**config.mk**
```make
export PLATFORM = sky130hd
export DESIGN_NAME = instr_encoder_loader
export DESIGN_NICKNAME = d
export VERILOG_FILES = /design/src/rtl/instr_encoder_loader_pkg.sv /design/src/rtl/instr_encoder_loader_field_packer.sv /design/src/rtl/instr_encoder_loader.sv
export SDC_FILE = /design/constraint.sdc
export NUM_CORES = 1
export LEC_CHECK = 0
export ABC_AREA = 1
export CORE_ASPECT_RATIO = 0.5
export CORE_UTILIZATION = 44
export CTS_BUF_LIST = sky130_fd_sc_hd__clkbuf_16
export CTS_CLUSTER_SIZE = 14
export DETAILED_ROUTE_END_ITERATION = 10
export PLACE_DENSITY = 0.84
export SLEW_MARGIN = 20
export SYNTH_ARGS = -nofsm -noshare
export SYNTH_HDL_FRONTEND = slang
export SYNTH_SLANG_ARGS = --single-unit
```
**constraint.sdc**
```tcl
create_clock -name i_clk -period 4.7 [get_ports i_clk]
set_clock_uncertainty 0.15 [all_clocks]
set_input_delay 1.41 -clock i_clk [delete_from_list [all_inputs] [get_ports i_clk]]
set_output_delay 1.41 -clock i_clk [all_outputs]
set_load 0.01 [all_outputs]
```
**src/rtl/instr_encoder_loader_pkg.sv**
```systemverilog
// Shared constants for the instruction encoder/loader: symbolic command ops,
// MIPS opcode/funct fields, FSM state codes and the packer result bundle.
package instr_encoder_loader_pkg;

   localparam int WORD_LEN = 32;

   typedef enum logic [4:0] {
      CMD_ADD   = 5'h00,
      CMD_ADDU  = 5'h01,
      CMD_SUB   = 5'h02,
      CMD_SUBU  = 5'h03,
      CMD_AND   = 5'h04,
      CMD_OR    = 5'h05,
      CMD_XOR   = 5'h06,
      CMD_NOR   = 5'h07,
      CMD_SLT   = 5'h08,
      CMD_SLTU  = 5'h09,
      CMD_ADDI  = 5'h0A,
      CMD_ADDIU = 5'h0B,
      CMD_SLTI  = 5'h0C,
      CMD_SLTIU = 5'h0D,
      CMD_ANDI  = 5'h0E,
      CMD_ORI   = 5'h0F,
      CMD_XORI  = 5'h10,
      CMD_SLL   = 5'h11,
      CMD_SRL   = 5'h12,
      CMD_LW    = 5'h13,
      CMD_SW    = 5'h14,
      CMD_BEQ   = 5'h15,
      CMD_BNE   = 5'h16,
      CMD_J     = 5'h17,
      CMD_NOP   = 5'h18,
      CMD_END   = 5'h19
   } cmd_op_e;

   localparam logic [5:0] OPC_SPECIAL  = 6'b000000;
   localparam logic [5:0] OPC_J        = 6'b000010;
   localparam logic [5:0] OPC_BEQ      = 6'b000100;
   localparam logic [5:0] OPC_BNE      = 6'b000101;
   localparam logic [5:0] OPC_LW       = 6'b100011;
   localparam logic [5:0] OPC_SW       = 6'b101011;
   localparam logic [2:0] OPC_IMM_BASE = 3'b001;

   localparam logic [5:0] FUNCT_SLL      = 6'b000000;
   localparam logic [5:0] FUNCT_SRL      = 6'b000010;
   localparam logic [5:0] FUNCT_SLT      = 6'b101010;
   localparam logic [5:0] FUNCT_SLTU     = 6'b101011;
   localparam logic [2:0] FUNCT_ALU_BASE = 3'b100;

   localparam logic [1:0] ST_IDLE = 2'd0;
   localparam logic [1:0] ST_LOAD = 2'd1;
   localparam logic [1:0] ST_DONE = 2'd2;

   typedef struct packed {
      logic [WORD_LEN-1:0] word;
      logic                is_write;
      logic                is_end;
      logic                is_illegal;
   } pack_res_t;

endpackage

```
**src/rtl/instr_encoder_loader_field_packer.sv**
```systemverilog
// Purely combinational packer: symbolic op plus fields -> 32-bit MIPS word and
// classification flags (word to write, end-of-program marker, undefined op).
module instr_field_packer
   import instr_encoder_loader_pkg::*;
(
   input  logic [4:0]  i_op,
   input  logic [4:0]  i_rs,
   input  logic [4:0]  i_rt,
   input  logic [4:0]  i_rd,
   input  logic [4:0]  i_shamt,
   input  logic [15:0] i_imm,
   input  logic [25:0] i_target,
   output pack_res_t   o_res
);

   // Immediate ALU opcodes run 001000..001110 in the same order as ADDI..XORI.
   logic [2:0] w_imm_sel;
   assign w_imm_sel = i_op[2:0] - 3'd2;

   always_comb begin
      o_res = '0;
      o_res.is_write = 1'b1;
      case (i_op)
         CMD_ADD, CMD_ADDU, CMD_SUB, CMD_SUBU,
         CMD_AND, CMD_OR, CMD_XOR, CMD_NOR:
            o_res.word = {OPC_SPECIAL, i_rs, i_rt, i_rd, 5'b0, FUNCT_ALU_BASE, i_op[2:0]};
         CMD_SLT:
            o_res.word = {OPC_SPECIAL, i_rs, i_rt, i_rd, 5'b0, FUNCT_SLT};
         CMD_SLTU:
            o_res.word = {OPC_SPECIAL, i_rs, i_rt, i_rd, 5'b0, FUNCT_SLTU};
         CMD_ADDI, CMD_ADDIU, CMD_SLTI, CMD_SLTIU,
         CMD_ANDI, CMD_ORI, CMD_XORI:
            o_res.word = {OPC_IMM_BASE, w_imm_sel, i_rs, i_rt, i_imm};
         CMD_SLL:
            o_res.word = {OPC_SPECIAL, 5'b0, i_rt, i_rd, i_shamt, FUNCT_SLL};
         CMD_SRL:
            o_res.word = {OPC_SPECIAL, 5'b0, i_rt, i_rd, i_shamt, FUNCT_SRL};
         CMD_LW:
            o_res.word = {OPC_LW, i_rs, i_rt, i_imm};
         CMD_SW:
            o_res.word = {OPC_SW, i_rs, i_rt, i_imm};
         CMD_BEQ:
            o_res.word = {OPC_BEQ, i_rs, i_rt, i_imm};
         CMD_BNE:
            o_res.word = {OPC_BNE, i_rs, i_rt, i_imm};
         CMD_J:
            o_res.word = {OPC_J, i_target};
         CMD_NOP:
            o_res.word = '0;
         CMD_END: begin
            o_res.is_write = 1'b0;
            o_res.is_end   = 1'b1;
         end
         default: begin
            o_res.is_write   = 1'b0;
            o_res.is_illegal = 1'b1;
         end
      endcase
   end

endmodule

```
**src/rtl/instr_encoder_loader.sv**
```systemverilog
// Program loader: accepts symbolic commands, packs them into MIPS words and
// streams them into instruction memory through a one-stage write register.
module instr_encoder_loader
   import instr_encoder_loader_pkg::*;
#(
   parameter int DEPTH  = 64,
   parameter int ADDR_W = $clog2(DEPTH)
) (
   input  logic                i_clk,
   input  logic                i_rst,
   input  logic                i_start,
   input  logic                i_cmd_valid,
   output logic                o_cmd_ready,
   input  logic [4:0]          i_cmd_op,
   input  logic [4:0]          i_cmd_rs,
   input  logic [4:0]          i_cmd_rt,
   input  logic [4:0]          i_cmd_rd,
   input  logic [4:0]          i_cmd_shamt,
   input  logic [15:0]         i_cmd_imm,
   input  logic [25:0]         i_cmd_target,
   output logic                o_imem_we,
   output logic [ADDR_W-1:0]   o_imem_addr,
   output logic [WORD_LEN-1:0] o_imem_wdata,
   output logic                o_busy,
   output logic                o_done,
   output logic [ADDR_W:0]     o_prog_len,
   output logic                o_full,
   output logic                o_err_illegal,
   output logic [1:0]          o_dbg_state
);

   localparam logic [ADDR_W:0] C_DEPTH = (ADDR_W + 1)'(DEPTH);

   logic [1:0]          r_state;
   logic [ADDR_W:0]     r_count;
   logic                r_full;
   logic                r_err;
   logic                r_we;
   logic [ADDR_W-1:0]   r_addr;
   logic [WORD_LEN-1:0] r_wdata;

   pack_res_t w_res;
   logic      w_ready;
   logic      w_accept;

   instr_field_packer u_packer (
      .i_op     (i_cmd_op),
      .i_rs     (i_cmd_rs),
      .i_rt     (i_cmd_rt),
      .i_rd     (i_cmd_rd),
      .i_shamt  (i_cmd_shamt),
      .i_imm    (i_cmd_imm),
      .i_target (i_cmd_target),
      .o_res    (w_res)
   );

   // Handshake: a command transfers on a rising edge where valid and ready are
   // both high; ready depends on registered state only, never on valid.
   assign w_ready  = (r_state == ST_LOAD) && (r_count < C_DEPTH);
   assign w_accept = i_cmd_valid && w_ready;

   always_ff @(posedge i_clk) begin
      if (i_rst) begin
         r_state <= ST_IDLE;
         r_count <= '0;
         r_full  <= 1'b0;
         r_err   <= 1'b0;
      end else begin
         case (r_state)
            ST_IDLE, ST_DONE: begin
               if (i_start) begin
                  r_state <= ST_LOAD;
                  r_count <= '0;
                  r_full  <= 1'b0;
                  r_err   <= 1'b0;
               end
            end
            ST_LOAD: begin
               if (w_accept) begin
                  if (w_res.is_write) begin
                     r_count <= r_count + 1'b1;
                     if (r_count == C_DEPTH - 1'b1) begin
                        r_state <= ST_DONE;
                        r_full  <= 1'b1;
                     end
                  end else if (w_res.is_end) begin
                     r_state <= ST_DONE;
                  end else if (w_res.is_illegal) begin
                     r_err <= 1'b1;
                  end
               end
            end
            default: r_state <= ST_IDLE;
         endcase
      end
   end

   // Write stage runs regardless of state so the final word still lands in DONE.
   always_ff @(posedge i_clk) begin
      if (i_rst) begin
         r_we    <= 1'b0;
         r_addr  <= '0;
         r_wdata <= '0;
      end else begin
         r_we <= w_accept && w_res.is_write;
         if (w_accept && w_res.is_write) begin
            r_addr  <= r_count[ADDR_W-1:0];
            r_wdata <= w_res.word;
         end
      end
   end

   assign o_cmd_ready   = w_ready;
   assign o_imem_we     = r_we;
   assign o_imem_addr   = r_addr;
   assign o_imem_wdata  = r_wdata;
   assign o_busy        = (r_state == ST_LOAD);
   assign o_done        = (r_state == ST_DONE);
   assign o_prog_len    = r_count;
   assign o_full        = r_full;
   assign o_err_illegal = r_err;
   assign o_dbg_state   = r_state;

endmodule

```
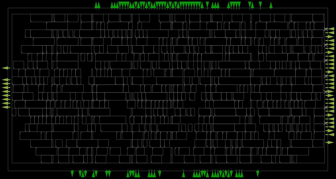
(images/final_placement.png)
Filler cells: 495
core box area: 0.00561 mm^2
final sequential cell count: 49
Finished Layout Cells: 608
row count: 19

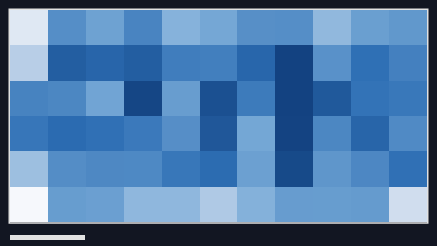
(images/density.png)
The bar under the picture is 20 um long. The die is cut into 11 by 6 equal tiles; white is low, dark blue is high, 0 to 100% covered.
emptiest ninth of the die: south-west
mean over tiles: 63%
tiles over 75% full: 23%
fullest tile: 93%
starting density of the core: 0.466
core utilization of the finished layout: 0.716

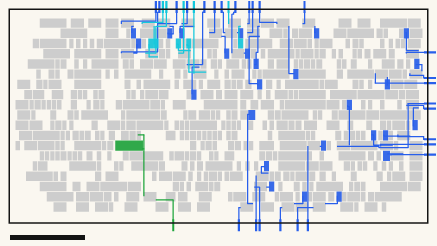
(images/port_nets.png)
The bar under the picture is 20 um long.
| color | port | direction | edge | end cells | buffers | wire |
|---|---|---|---|---|---|---|
| cyan | `i_cmd_rs` | input | north | 5 | 5 | 91.1 um |
| green | `o_err_illegal` | output | south | 1 | 1 | 28.6 um |
| blue | `i_cmd_target` | input | 12 north, 8 east, 6 south | 26 | 26 | 439 um |

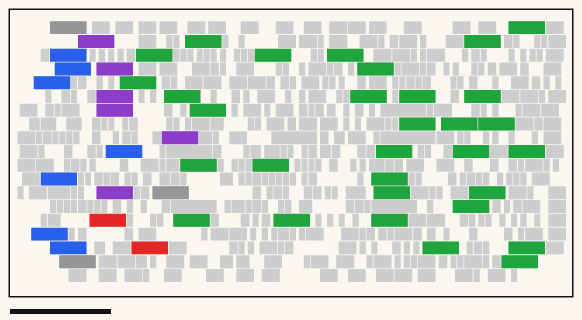
(images/registers.png)
The bar under the picture is 20 um long. Other sequential cells in the stronger gray, the rest of the logic in the fainter gray.
| color | netlist name | placed flops |
|---|---|---|
| blue | `o_prog_len` | 7 |
| red | `o_dbg_state` | 2 |
| green | `o_imem_wdata` | 31 |
| purple | `o_imem_addr` | 6 |
not colored: 3

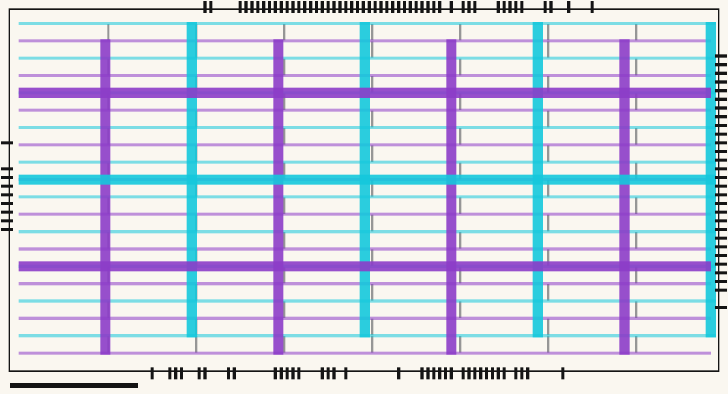
(images/pdn.png)
The bar under the picture is 20 um long. Pins as bars on the die edge. Tap cells in gray.
| color | net |
|---|---|
| purple | VSS |
| cyan | VDD |
signal pins: 124
rows: 19
vertical die size: 56.5 um
die extent in x: 111 um
worst IR drop on VDD: 0.183 mV

==> flow_results.xml <==
<?xml version="1.0" encoding="UTF-8"?>
<metrics>
  <group name="clock_network">
    <metric name="clock_pin_slew_worst_setup_and_hold_paths" unit="ns">0.07</metric>
    <metric name="cts_inserted_buffers" unit="">5</metric>
    <metric name="post_cts_resized" unit="">0</metric>
    <metric name="clock_latency" unit="ns">0.29</metric>
    <metric name="h-tree-depth" unit="">2</metric>
    <metric name="cts.sink_count" unit="">49</metric>
    <metric name="hold_buffers" unit="">0</metric>
    <metric name="post_cts.repair.setup_buffers" unit="">0</metric>
  </group>
  <group name="placed_design">
    <metric name="place_ws" unit="ns">0.870</metric>
    <metric name="buffer_ports.inserted" unit="">122</metric>
    <metric name="cell_count_post_placement" unit="">600</metric>
    <metric name="routabilityCongestion" unit="">0.895</metric>
    <metric name="place_area" unit="mm^2">0.00385</metric>
  </group>
  <group name="cells_and_area">
    <metric name="comb.multi_input.count" unit="">317</metric>
    <metric name="logic_area" unit="mm^2">0.00139</metric>
    <metric name="layout.nets" unit="">606</metric>
    <metric name="drive_gt1_frac" unit="">0.0523</metric>
    <metric name="ff_latch_area" unit="um^2">981</metric>
    <metric name="seq-cell-share" unit="">0.244</metric>
    <metric name="sh_comb_area" unit="">0.347</metric>
    <metric name="clock_network_area_fraction" unit="">0.0427</metric>
    <metric name="layout.buffer.nonclock.area_share" unit="">0.311</metric>
    <metric name="num_antenna_cells" unit="">0</metric>
    <metric name="layout.non_clock_buffers" unit="">126</metric>
    <metric name="inverters" unit="">35</metric>
    <metric name="layout_top_cells" unit="">sky130_fd_sc_hd__nand2_1, sky130_fd_sc_hd__clkdlybuf4s50_1, sky130_fd_sc_hd__nor2_1, sky130_fd_sc_hd__a21oi_1, sky130_fd_sc_hd__dfxtp_1</metric>
    <metric name="area_dominant_class" unit="">multi-input combinational cells</metric>
    <metric name="postLayoutCellArea" unit="mm^2">0.00402</metric>
  </group>
  <group name="pwr">
    <metric name="p_int" unit="W">0.000873</metric>
    <metric name="seq_cell_power" unit="W">0.000468</metric>
    <metric name="comb_power_share" unit="">0.300</metric>
    <metric name="p_leak" unit="nW">1.68</metric>
    <metric name="power_combinational" unit="W">0.000377</metric>
    <metric name="power_frac_seq" unit="">0.372</metric>
    <metric name="p_total" unit="W">0.00126</metric>
    <metric name="clockNetworkPower" unit="W">0.000413</metric>
    <metric name="p_per_area" unit="mW/mm^2">313</metric>
  </group>
  <group name="drt">
    <metric name="routedLengthMet1" unit="mm">3.70</metric>
    <metric name="antenna_left" unit="">0</metric>
    <metric name="finalWirelength" unit="mm">7.97</metric>
    <metric name="first_pass_iters" unit="">8</metric>
    <metric name="routed-wl-met3" unit="um">512</metric>
    <metric name="drt-initial-drc-count" unit="">244</metric>
    <metric name="routed-via-count" unit="">2994</metric>
    <metric name="post_detailed_route_via_to_cell_ratio" unit="">4.92</metric>
    <metric name="met2WireLength" unit="mm">3.71</metric>
    <metric name="remaining_drc_errors" unit="">14</metric>
  </group>
  <group name="synth">
    <metric name="yosysCellCount" unit="">417</metric>
    <metric name="top_logic_kind" unit="">simple AND/OR/NAND/NOR gates</metric>
    <metric name="post-synth-top-count-cell" unit="">sky130_fd_sc_hd__nand2_1</metric>
    <metric name="edf_count" unit="">0</metric>
    <metric name="ys.flop_type" unit="">sky130_fd_sc_hd__dfxtp_1</metric>
    <metric name="largest_area_cell" unit="">sky130_fd_sc_hd__dfxtp_1</metric>
    <metric name="yosys.area_share.adder" unit="">0.00478</metric>
    <metric name="async_flop_share" unit="">0</metric>
    <metric name="synthCells" unit="">417</metric>
    <metric name="ys_warn_count" unit="">0</metric>
    <metric name="synth_xor_xnor_area_share" unit="">0.00670</metric>
    <metric name="ys_seq_elements" unit="">49</metric>
    <metric name="floorplan.nets" unit="">489</metric>
    <metric name="synth-compound-area-share" unit="">0.145</metric>
    <metric name="ys_seq_share" unit="">0.375</metric>
    <metric name="synth_area_per_cell" unit="um^2">6.27</metric>
  </group>
  <group name="timing">
    <metric name="unrepaired_setup_endpoints_after_global_routing" unit="">no</metric>
    <metric name="worstMarginPinSlew" unit="ns">0.507</metric>
    <metric name="timing.max_slew.rel_slack" unit="">0.661</metric>
    <metric name="fin_tns_setup" unit="ns">0</metric>
    <metric name="finalSetupViolations" unit="">0</metric>
    <metric name="timing_hold_violations_final" unit="">0</metric>
    <metric name="postLayoutSetupSlackWorst" unit="ns">1.13</metric>
  </group>
  <group name="worst_setup_path">
    <metric name="criticalPathCategory" unit="">in2reg</metric>
    <metric name="critical_path.slowest_cell" unit="">sky130_fd_sc_hd__clkdlybuf4s50_1</metric>
    <metric name="regToRegSetupSlack" unit="ns">2.64</metric>
    <metric name="worst-endpoint-arrival" unit="ns">3.59</metric>
    <metric name="r2r-end" unit="">o_imem_wdata[24]$_SDFFE_PP0P_</metric>
    <metric name="worst_setup_path_endpoint" unit="">o_imem_addr[3]$_SDFFE_PP0P_</metric>
    <metric name="highest_cell_delay_on_the_worst_timing_path" unit="ns">0.73</metric>
    <metric name="critical_path.max_fanout" unit="">24</metric>
    <metric name="critical_path_required" unit="ns">4.71</metric>
    <metric name="crit_path_cell_trace" unit="">clkdlybuf4s50_1 &gt; nand2_1 &gt; a21oi_2 &gt; inv_2 &gt; nand2_1 &gt; inv_2 &gt; o21ai_0 &gt; a21oi_1</metric>
    <metric name="cp.buffers_inverters" unit="">3</metric>
    <metric name="setup.worst_path.start" unit="">i_cmd_op[4]</metric>
    <metric name="worst_r2r_path_depth" unit="">8</metric>
    <metric name="setup.worst_path.end_class" unit="">register</metric>
  </group>
  <group name="global_routing">
    <metric name="grt_overflow" unit="">0</metric>
    <metric name="grt-busiest-layer" unit="">met2</metric>
    <metric name="globalRouteMet2Util" unit="">0.466</metric>
    <metric name="met3_demand_to_capacity_share_in_global_routing" unit="">0.0475</metric>
    <metric name="gr-usage-all-layers" unit="">0.260</metric>
    <metric name="pin_count_of_the_biggest_net_entering_global_routing" unit="">39</metric>
    <metric name="global_route.usage.met1" unit="">0.331</metric>
  </group>
  <group name="floorplan">
    <metric name="chip_area" unit="mm^2">0.00628</metric>
    <metric name="num_io_pins" unit="">124</metric>
    <metric name="tap_cells" unit="">73</metric>
  </group>
  <group name="min_path">
    <metric name="min_delay_path_depth" unit="">2</metric>
    <metric name="worst_hold_startpoint" unit="">o_err_illegal$_SDFFE_PP0P_</metric>
    <metric name="path_type_of_the_worst_min_delay_path" unit="">reg2reg</metric>
  </group>
  <group name="run">
    <metric name="openroad.warnings" unit="">26</metric>
  </group>
  <group name="outcome">
    <metric name="outcome" unit="">finished, violations left</metric>
    <metric name="failed_checks" unit="">design-rule violations</metric>
  </group>
</metrics>
Power and IR drop assume default switching activity.
